### Where the registers sit, run 1

Other sequential cells in the stronger gray, the rest of the logic in the fainter gray.
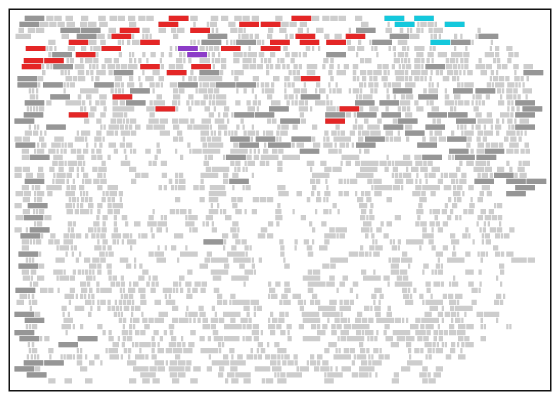
### Wire density map, run 1

Scale bar: 50 microns. 24 x 17 tiles, from black (low) to pale yellow (high), scaled to the fullest tile. Values are wire area over tile area, all layers added.
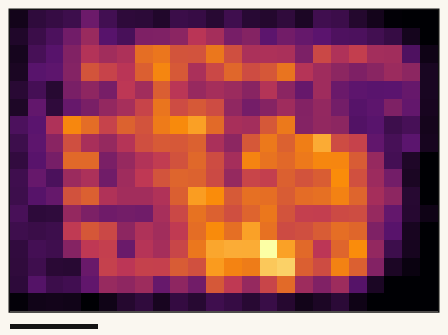
### Cell classes on the final placement, run 1

Fill, decap, tap and diode cells in gray.
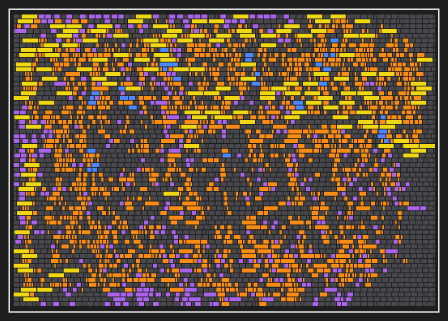
$ cat src/rtl/cpu_pkg.sv
// Shared CPU definitions: ALU opcodes, execute-stage state encoding, default widths.
// Latency: n/a (constants only).
// Backpressure: n/a (constants only).
package cpu_pkg;

  // Datapath defaults shared with the register file and control unit.
  localparam int CPU_WIDTH  = 32;
  localparam int CPU_ADDR_W = 5;

  // SELECT opcodes.
  localparam logic [2:0] OP_FWD = 3'b000;
  localparam logic [2:0] OP_ADD = 3'b001;
  localparam logic [2:0] OP_AND = 3'b010;
  localparam logic [2:0] OP_OR  = 3'b011;
  localparam logic [2:0] OP_MUL = 3'b100;
  localparam logic [2:0] OP_SLL = 3'b101;
  localparam logic [2:0] OP_SRL = 3'b110;
  localparam logic [2:0] OP_SRA = 3'b111;

  // Execute-stage FSM encoding.
  localparam logic [1:0] S_IDLE    = 2'd0;
  localparam logic [1:0] S_MUL_RUN = 2'd1;
  localparam logic [1:0] S_WB      = 2'd2;

endpackage

$ cat src/rtl/mul_iter.sv
// Iterative unsigned shift-add multiplier, one partial-product step per clock.
// Latency: WIDTH steps after load; last=1 flags the step that completes the product.
// Backpressure: none; the owner asserts step only while it wants the datapath to advance.
//
// Ports:
//   CLK, RESET          clock, async active-high reset (clears all state)
//   load                capture mcand_in/mplier_in, clear acc and count
//   step                perform one iteration (ignored when load is high)
//   mcand_in, mplier_in operands captured on load
//   acc_next            accumulator value after the current step (the product on the last step)
//   last                current step is iteration WIDTH
module mul_iter #(
  parameter int WIDTH = 32
) (
  input  logic             CLK,
  input  logic             RESET,
  input  logic             load,
  input  logic             step,
  input  logic [WIDTH-1:0] mcand_in,
  input  logic [WIDTH-1:0] mplier_in,
  output logic [WIDTH-1:0] acc_next,
  output logic             last
);

  localparam int CW = (WIDTH > 1) ? $clog2(WIDTH) : 1;

  logic [WIDTH-1:0] mcand;
  logic [WIDTH-1:0] mplier;
  logic [WIDTH-1:0] acc;
  logic [CW-1:0]    count;

  // Add the shifted multiplicand when the current multiplier bit is set; carry out is dropped.
  assign acc_next = acc + (mplier[0] ? mcand : '0);
  assign last     = (count == CW'(WIDTH - 1));

  always_ff @(posedge CLK or posedge RESET) begin
    if (RESET) begin
      mcand  <= '0;
      mplier <= '0;
      acc    <= '0;
      count  <= '0;
    end else if (load) begin
      mcand  <= mcand_in;
      mplier <= mplier_in;
      acc    <= '0;
      count  <= '0;
    end else if (step) begin
      acc    <= acc_next;
      mcand  <= mcand << 1;
      mplier <= mplier >> 1;
      count  <= count + CW'(1);
    end
  end

endmodule

$ cat src/rtl/exec_unit.sv
// Execute stage: single-cycle ALU ops plus iterative MUL, registered write-back to the register file.
// Latency: non-MUL enters WB on the accepting edge; MUL enters WB WIDTH edges after acceptance.
// Backpressure: START is only accepted while BUSY=0; requests during MUL_RUN/WB are dropped, upstream holds.
//
// Ports:
//   CLK, RESET            clock, async active-high reset
//   START                 request strobe, sampled in IDLE only
//   SELECT                opcode (cpu_pkg OP_*)
//   DATA1, DATA2          operands from register file OUT1/OUT2; shift amount is DATA2[4:0]
//   DEST                  destination register address
//   RESULT, WR_ADDR       registered write data/address for register file IN/INADDRESS
//   WRITE_EN              one-cycle write strobe (WB state), drives WRITE
//   ZERO                  RESULT==0, meaningful while WRITE_EN=1
//   BUSY                  high whenever not IDLE
module exec_unit
  import cpu_pkg::*;
#(
  parameter int WIDTH  = CPU_WIDTH,
  parameter int ADDR_W = CPU_ADDR_W
) (
  input  logic              CLK,
  input  logic              RESET,
  input  logic              START,
  input  logic [2:0]        SELECT,
  input  logic [WIDTH-1:0]  DATA1,
  input  logic [WIDTH-1:0]  DATA2,
  input  logic [ADDR_W-1:0] DEST,
  output logic [WIDTH-1:0]  RESULT,
  output logic [ADDR_W-1:0] WR_ADDR,
  output logic              WRITE_EN,
  output logic              ZERO,
  output logic              BUSY
);

  logic [1:0]       state;
  logic [WIDTH-1:0] alu_res;
  logic [4:0]       shamt;
  logic             accept;
  logic             mul_load;
  logic             mul_step;
  logic [WIDTH-1:0] mul_acc_next;
  logic             mul_last;

  assign shamt    = DATA2[4:0];
  assign accept   = (state == S_IDLE) && START;
  assign mul_load = accept && (SELECT == OP_MUL);
  assign mul_step = (state == S_MUL_RUN);
  assign BUSY     = (state != S_IDLE);

  // Single-cycle result; the MUL arm is a don't-care because MUL never takes this path.
  always_comb begin
    alu_res = DATA2;
    unique case (SELECT)
      OP_FWD:  alu_res = DATA2;
      OP_ADD:  alu_res = DATA1 + DATA2;
      OP_AND:  alu_res = DATA1 & DATA2;
      OP_OR:   alu_res = DATA1 | DATA2;
      OP_SLL:  alu_res = DATA1 << shamt;
      OP_SRL:  alu_res = DATA1 >> shamt;
      OP_SRA:  alu_res = $unsigned($signed(DATA1) >>> shamt);
      default: alu_res = DATA2;
    endcase
  end

  mul_iter #(
    .WIDTH(WIDTH)
  ) u_mul (
    .CLK      (CLK),
    .RESET    (RESET),
    .load     (mul_load),
    .step     (mul_step),
    .mcand_in (DATA1),
    .mplier_in(DATA2),
    .acc_next (mul_acc_next),
    .last     (mul_last)
  );

  always_ff @(posedge CLK or posedge RESET) begin
    if (RESET) begin
      state    <= S_IDLE;
      RESULT   <= '0;
      WR_ADDR  <= '0;
      WRITE_EN <= 1'b0;
      ZERO     <= 1'b0;
    end else begin
      unique case (state)
        S_IDLE: begin
          if (START) begin
            WR_ADDR <= DEST;
            if (SELECT == OP_MUL) begin
              state <= S_MUL_RUN;
            end else begin
              RESULT   <= alu_res;
              ZERO     <= (alu_res == '0);
              WRITE_EN <= 1'b1;
              state    <= S_WB;
            end
          end
        end
        S_MUL_RUN: begin
          // Capture the accumulator as it leaves the final iteration.
          if (mul_last) begin
            RESULT   <= mul_acc_next;
            ZERO     <= (mul_acc_next == '0);
            WRITE_EN <= 1'b1;
            state    <= S_WB;
          end
        end
        S_WB: begin
          WRITE_EN <= 1'b0;
          ZERO     <= 1'b0;
          state    <= S_IDLE;
        end
        default: begin
          WRITE_EN <= 1'b0;
          ZERO     <= 1'b0;
          state    <= S_IDLE;
        end
      endcase
    end
  end

endmodule
$ cat config.mk
export PLATFORM = sky130hd
export DESIGN_NAME = exec_unit
export DESIGN_NICKNAME = d
export VERILOG_FILES = /design/src/rtl/cpu_pkg.sv /design/src/rtl/mul_iter.sv /design/src/rtl/exec_unit.sv
export SDC_FILE = /design/constraint.sdc
export NUM_CORES = 1
export LEC_CHECK = 0
export CAP_MARGIN = 20
export CORE_ASPECT_RATIO = 0.7
export CORE_MARGIN = 1.5
export CORE_UTILIZATION = 38
export CTS_BUF_LIST = sky130_fd_sc_hd__clkbuf_8
export DETAILED_ROUTE_END_ITERATION = 8
export GPL_TIMING_DRIVEN = 1
export HOLD_SLACK_MARGIN = 0.02
export PLACE_DENSITY = 0.65
export SETUP_SLACK_MARGIN = 0.05
export SLEW_MARGIN = 20
export SYNTH_ARGS = -nofsm -noshare
export SYNTH_HDL_FRONTEND = slang
export SYNTH_SLANG_ARGS = --single-unit
$ cat constraint.sdc
create_clock -name CLK -period 4.8 [get_ports CLK]
set_input_delay 0.96 -clock CLK [delete_from_list [all_inputs] [get_ports CLK]]
set_output_delay 0.96 -clock CLK [all_outputs]
set_load 0.01 [all_outputs]
==> results.sh, run 1 <==
# yosys + openroad results
export IMPL_path_clk_slew_ns=0.10
export IMPL_place_inst=2687
export IMPL_endpoint_kind="flop"
export IMPL_r2r_start="u_mul.mplier[0]"
export IMPL_hold_buffers=0
export IMPL_outcome="finished clean"
export IMPL_synth_seq_share_pct=23.2
export IMPL_core_area_sq_mm=0.0398
export IMPL_yosysTopAreaCell="dfrtp_1"
export IMPL_syn_instance_count=1914
export IMPL_drc=0
export IMPL_io_pins=115
export IMPL_logic_area_sq_mm=0.0109
export IMPL_die_w_microns=243
export IMPL_drt_iter0_markers=2499
export IMPL_die_y_microns=171
export IMPL_place_congestion=1.07
export IMPL_finalHoldViolations=0
export IMPL_edf_count=0
export IMPL_holdPathEnd="RESULT[22]"
export IMPL_drt_pre_antenna_iters=8
export IMPL_grt_usage_pct=37.3
export IMPL_required_ns=5.23
export IMPL_hp_start="RESULT[22]"
export IMPL_htree_num_levels=4
export IMPL_grt_overflow=0
export IMPL_yosys_area_sq_mm=0.0153
export IMPL_place_area_sq_mm=0.0187
export IMPL_wl_mm=77.9
export IMPL_hold_depth=2
export IMPL_cpMaxStageDelayCell="a2111oi_1"
export IMPL_log_warning_count=61
export IMPL_grt_max_degree=143
export IMPL_rsz0062_at_grt="no"
export IMPL_antenna_found_initial=1
export IMPL_start_kind="flop"
export IMPL_diodes=0
export IMPL_lay_top_count="nand2_1"
Notes on 'Where the registers sit' above:
legend:
  RESULT:
    color: red
    flops: 32
  u_mul.count:
    color: cyan
    flops: 5
    where: top right
  state:
    color: purple
    flops: 2

Notes on 'Wire density map' above:
tiles over half the peak: 34%
mean over tiles: 0.33
fullest tile: 0.85
nearly empty tiles: 4.7%
densest ninth of the die: middle

Notes on 'Cell classes on the final placement' above:
legend:
  combinational and other logic:
    color: orange
    cells: 1640
    share_of_their_area: 61%
  flops:
    color: yellow
    cells: 142
    share_of_their_area: 19%
  clock drivers and dummy loads:
    color: blue
    cells: 32
    share_of_their_area: 2.2%
  other buffers and delay cells:
    color: purple
    cells: 370
    share_of_their_area: 18%

[run 1: synth_stat cells, types with 7 or more instances]
master,n
nor4_1,7
o21ai_0,128
or3_1,10
a211oi_1,28
buf_6,7
a21o_1,27
mux2_1,7
o211ai_1,23
o211a_1,7
a31oi_1,23
a21oi_1,144
or2_2,8
xor2_1,22
o221ai_1,13
nand2_1,310
buf_2,21
nand4_1,14
and4_1,8
o31ai_1,8
clkbuf_1,89
buf_1,11
and3_1,13
nor2_1,146
mux4_2,46
and2_1,43
o22ai_1,26
inv_1,86
ha_1,98
xnor2_1,18
o21ai_1,9
o32ai_1,10
nand2b_1,15
nand3_1,26
nor2b_1,11
o21a_1,12
mux2_2,27
mux2i_1,70
a22oi_1,45
dfrtp_1,142
nor3_1,20
[run 1: worst max path at each step]
stage,from,depth (start not counted),slack [ns],endpoint
floorplan,DATA2[3],16,0.34,ZERO
global placement,DATA1[0],17,-0.01,ZERO
detailed placement,DATA1[0],17,0.02,ZERO
CTS,u_mul.mplier[0],14,0.12,ZERO
global route,u_mul.mplier[0],14,0.12,ZERO
finish,u_mul.mplier[0],14,0.35,ZERO
[run 1: per-layer routing]
metal / global-route usage, % / routed length [microns] / up-vias / part of all wire, %
met4: 9.69 / 2130 / 0 / 2.7
li1: - / - / 7530 / -
met1: 54.9 / 34600 / 8583 / 44
met3: 13.7 / 11400 / 138 / 15
met5: 0 / 0 / - / 0
met2: 50.0 / 29700 / 1162 / 38
[run 1: layout make-up]
type,count,area share [%]
inverters,89,1.77
clock buffers,17,1.23
flip-flops and latches,142,18.6
repair buffers,370,17.1
well taps,535,3.51
clock inverters,15,0.871
multi-input cells,1551,56.9
[run 1: power by group]
part / internal (uW) / switching (uW)
Sequential: 1680 / 360
Combinational: 1520 / 2080
Clock: 437 / 619
Total: 3640 / 3060
[run 1: registers in the layout, summed over array words and instances (netlist names)]
signal and flops:
u_mul.mcand 32, ZERO 1, u_mul.count 5, u_mul.mplier 32, u_mul.acc 32, WR_ADDR 5
state 2, RESULT 32, WRITE_EN 1
[run 1: cell families after synthesis]
family / share of synthesized area (%)
fa+ha+maj: 8.26
mux: 14.3
buf+inv: 6.12
simple gates: 19.8
flops: 23.2
xor+xnor: 2.29
compound gates: 26.1
[run 1: tightest hold or removal path: cells and delay by family (launching register included)]
kind / cells / cell delay (ns)
flip-flops: 1 / 0.35
AND/OR/NAND/NOR: 2 / 0.10
[run 1: per-stage QoR]
| step | hold slack, ns | worst slack, ns | util, % |
|---|---|---|---|
| global route | 0.500 | 0.119 | 48.0 |
| CTS | 0.483 | 0.124 | 48.0 |
| finish | 0.478 | 0.345 | 48.0 |
| detailed placement | 0.460 | 0.0190 | 47.0 |
| floorplan | 0.446 | 0.344 | - |
| global placement | 0.456 | -0.0102 | 47.0 |
## Run 2: what changed since run 1
--- a/config.mk
+++ b/config.mk
@@ -10,10 +10,11 @@
 export CORE_MARGIN = 1.5
 export CORE_UTILIZATION = 38
 export CTS_BUF_LIST = sky130_fd_sc_hd__clkbuf_8
+export CTS_CLUSTER_SIZE = 8
 export DETAILED_ROUTE_END_ITERATION = 8
 export GPL_TIMING_DRIVEN = 1
 export HOLD_SLACK_MARGIN = 0.02
-export PLACE_DENSITY = 0.65
+export PLACE_DENSITY = 0.63
 export SETUP_SLACK_MARGIN = 0.05
 export SLEW_MARGIN = 20
 export SYNTH_ARGS = -nofsm -noshare
==> constraint.sdc (replaced) <==
create_clock -name CLK -period 5.7 [get_ports CLK]
set_input_delay 1.14 -clock CLK [delete_from_list [all_inputs] [get_ports CLK]]
set_output_delay 1.14 -clock CLK [all_outputs]
set_load 0.01 [all_outputs]
==> run 2 against run 1 <==
Net effect: combinational power down 22%; power down 17%; via count down 5.1%; cell count down 5.7%; register-to-register slack better by 0.37 ns; setup slack better by 0.37 ns; utilization down 3.2 points; fmax down 11%; critical endpoint unchanged; highest routed layer is now met5.
==> results.sh, run 2 <==
# yosys + openroad results
export IMPL_core_area_sq_mm=0.0398
export IMPL_grt_usage_pct=33.6
export IMPL_clock_latency_ns=0.49
export IMPL_io_pins=115
export IMPL_die_y_microns=171
export IMPL_edf_count=0
export IMPL_log_warning_count=59
export IMPL_yosys_area_sq_mm=0.0153
export IMPL_r2r_start="u_mul.mplier[0]"
export IMPL_ys_sh_mux_pct=14.3
export IMPL_synthTopLogicFamily="AND-OR/OR-AND gates"
export IMPL_endpoint_kind="flop"
export IMPL_critical_path_startpoint="u_mul.mplier[0]"
export IMPL_cts_made_buffers=17
export IMPL_path_clk_slew_ns=0.10
export IMPL_drc=0
export IMPL_finalHoldViolations=0
export IMPL_synthAoiAreaFrac_pct=26.1
export IMPL_hold_buffers=0
export IMPL_clockBufferDepth=2
export IMPL_common_cells="nand2_1 (310), nor2_1 (146), a21oi_1 (144)"
export IMPL_synth_avg_cell_area_sq_um=8.01
export IMPL_wl_mm=70.9
export IMPL_synth_seq_share_pct=23.2
export IMPL_required_ns=6.13
export IMPL_diodes=0
export IMPL_antenna_found_initial=3
export IMPL_grt_max_degree=70
export IMPL_htree_num_levels=4
export IMPL_xor_share_pct=2.29
export IMPL_crit_path_end="ZERO"
export IMPL_drt_pre_antenna_iters=6
export IMPL_synth_cellmix_adderShare_pct=8.26
export IMPL_yosysTopAreaCell="dfrtp_1"
export IMPL_rsz0062_at_grt="no"
export IMPL_place_congestion=1.09
export IMPL_yosysMostFrequentCell="nand2_1"
export IMPL_simple_gate_share_pct=19.8
export IMPL_setup_viol=0
export IMPL_grt_overflow=0
export IMPL_die_w_microns=243
export IMPL_post_place_ws_ns=0.554
export IMPL_outcome="finished clean"
export IMPL_lay_top_count="nand2_1"
export IMPL_fp_util_pct=38.5
export IMPL_start_kind="flop"
export IMPL_setup_slack_ns=0.719
run 2: cell types whose count changed in the layout (fill, tap and decap cells not counted):
cell | previous run | this run
clkinv_8 | 1 | 0
bufinv_16 | 1 | 4
dfrtp_4 | 1 | 0
clkinvlp_4 | 4 | 0
buf_4 | 239 | 97
a2111oi_0 | 1 | 2
buf_12 | 18 | 4
a2111oi_2 | 3 | 2
dfrtp_1 | 141 | 142
inv_8 | 4 | 6
run 2: worst min path at each step:
stage / from / end / slack, ns / depth (start not counted)
6_report: RESULT[7] / RESULT[7] / 0.48 / 1
5_1_grt: RESULT[7] / RESULT[7] / 0.50 / 1
4_1_cts: RESULT[7] / RESULT[7] / 0.48 / 1
3_5_place_dp: u_mul.mplier[9] / u_mul.mplier[9] / 0.46 / 2
3_3_place_gp: RESULT[20] / RESULT[20] / 0.46 / 2
2_1_floorplan: u_mul.mcand[31] / u_mul.mcand[31] / 0.45 / 2
run 2: worst max-delay path, cell delays in order (launching register included):
cell	delay, ns
dfrtp_1	0.77
buf_4	0.28
and2_1	0.16
ha_1	0.27
a21oi_1	0.25
o31ai_2	0.19
o211ai_1	0.53
a21oi_1	0.20
o21ai_0	0.26
nor2b_1	0.19
xor2_1	0.56
nand4_1	0.37
nor4b_1	0.54
nand4b_1	0.21
nand3_2	0.13
run 2: per-layer routing:
layer	GRT usage, %	up-vias	share of wire, %
li1	-	7213	-
met1	50.6	8105	45
met2	45.2	1081	39
met3	10.1	122	14
met4	9.69	2	2.7
met5	0	-	0.018
run 2: logic make-up after synthesis:
kind of cell,after synthesis
mux,154
xor+xnor,40
fa+ha+maj,100
flops,142
buf+inv,221
compound gates,598
simple gates,659
run 2: stage by stage:
step | hold slack, ns | std cells | util [%] | cell area (sq um) | power, uW
floorplan | 0.446 | 1914 | - | 15300 | 3390
global route | 0.501 | 2563 | 44.8 | 17800 | 5860
finish | 0.479 | 2563 | 44.8 | 17800 | 5530
global placement | 0.456 | 2531 | 43.6 | 17300 | 4420
detailed placement | 0.464 | 2531 | 43.6 | 17300 | 4460
CTS | 0.484 | 2563 | 44.8 | 17800 | 5470
run 2: power by group:
group / leakage, uW / switching, uW / internal [uW]
sequential: 0.00178 / 297 / 1410
combinational: 0.00590 / 1680 / 1150
clock: 0.000238 / 490 / 501
total: 0.00792 / 2470 / 3070
run 2: area by class of cell:
cell class | instances | area (sq um) | share of cell area (%)
multi-input combinational | 1551 | 10900 | 61.0
inverter | 89 | 339 | 1.90
sequential | 142 | 3550 | 20.0
timing repair buffer | 214 | 1920 | 10.8
clock inverter | 15 | 231 | 1.30
tap | 535 | 669 | 3.76
clock buffer | 17 | 234 | 1.31
### Cell classes on the final placement, run 2

Fill, decap, tap and diode cells in gray.
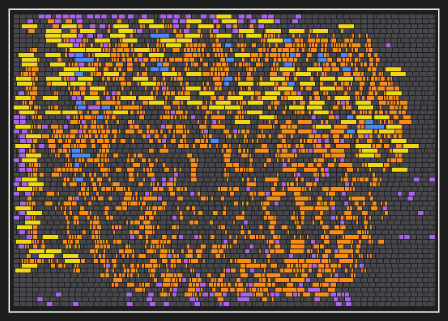
legend:
  flops:
    color: yellow
    cells: 142
    share_of_their_area: 21%
  clock drivers and dummy loads:
    color: blue
    cells: 32
    share_of_their_area: 2.7%
  other buffers and delay cells:
    color: purple
    cells: 214
    share_of_their_area: 11%
  combinational and other logic:
    color: orange
    cells: 1640
    share_of_their_area: 65%

### Wire density map, run 2

Scale bar: 50 microns. 24 x 17 tiles, from black (low) to pale yellow (high), scaled to the fullest tile. Values are wire area over tile area, all layers added.
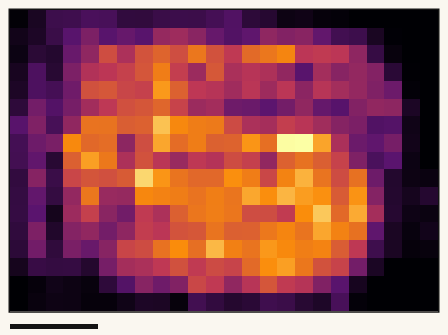
fullest tile: 0.79
nearly empty tiles: 9.8%
mean over tiles: 0.29
densest ninth of the die: middle
tiles over half the peak: 36%

### Where the registers sit, run 2

Other sequential cells in the stronger gray, the rest of the logic in the fainter gray.
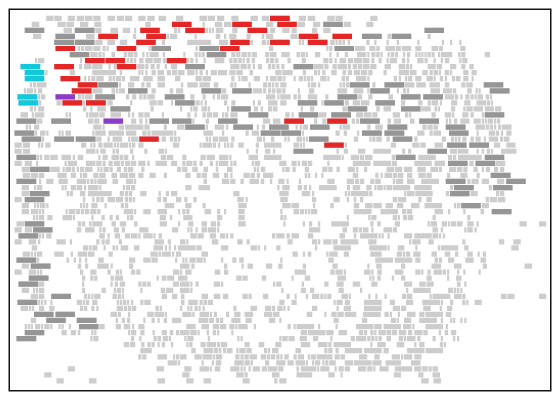
legend:
  u_mul.count:
    color: cyan
    flops: 5
    where: top left
  RESULT:
    color: red
    flops: 32
  state:
    color: purple
    flops: 2
not colored: 103

Power and IR drop assume default switching activity.
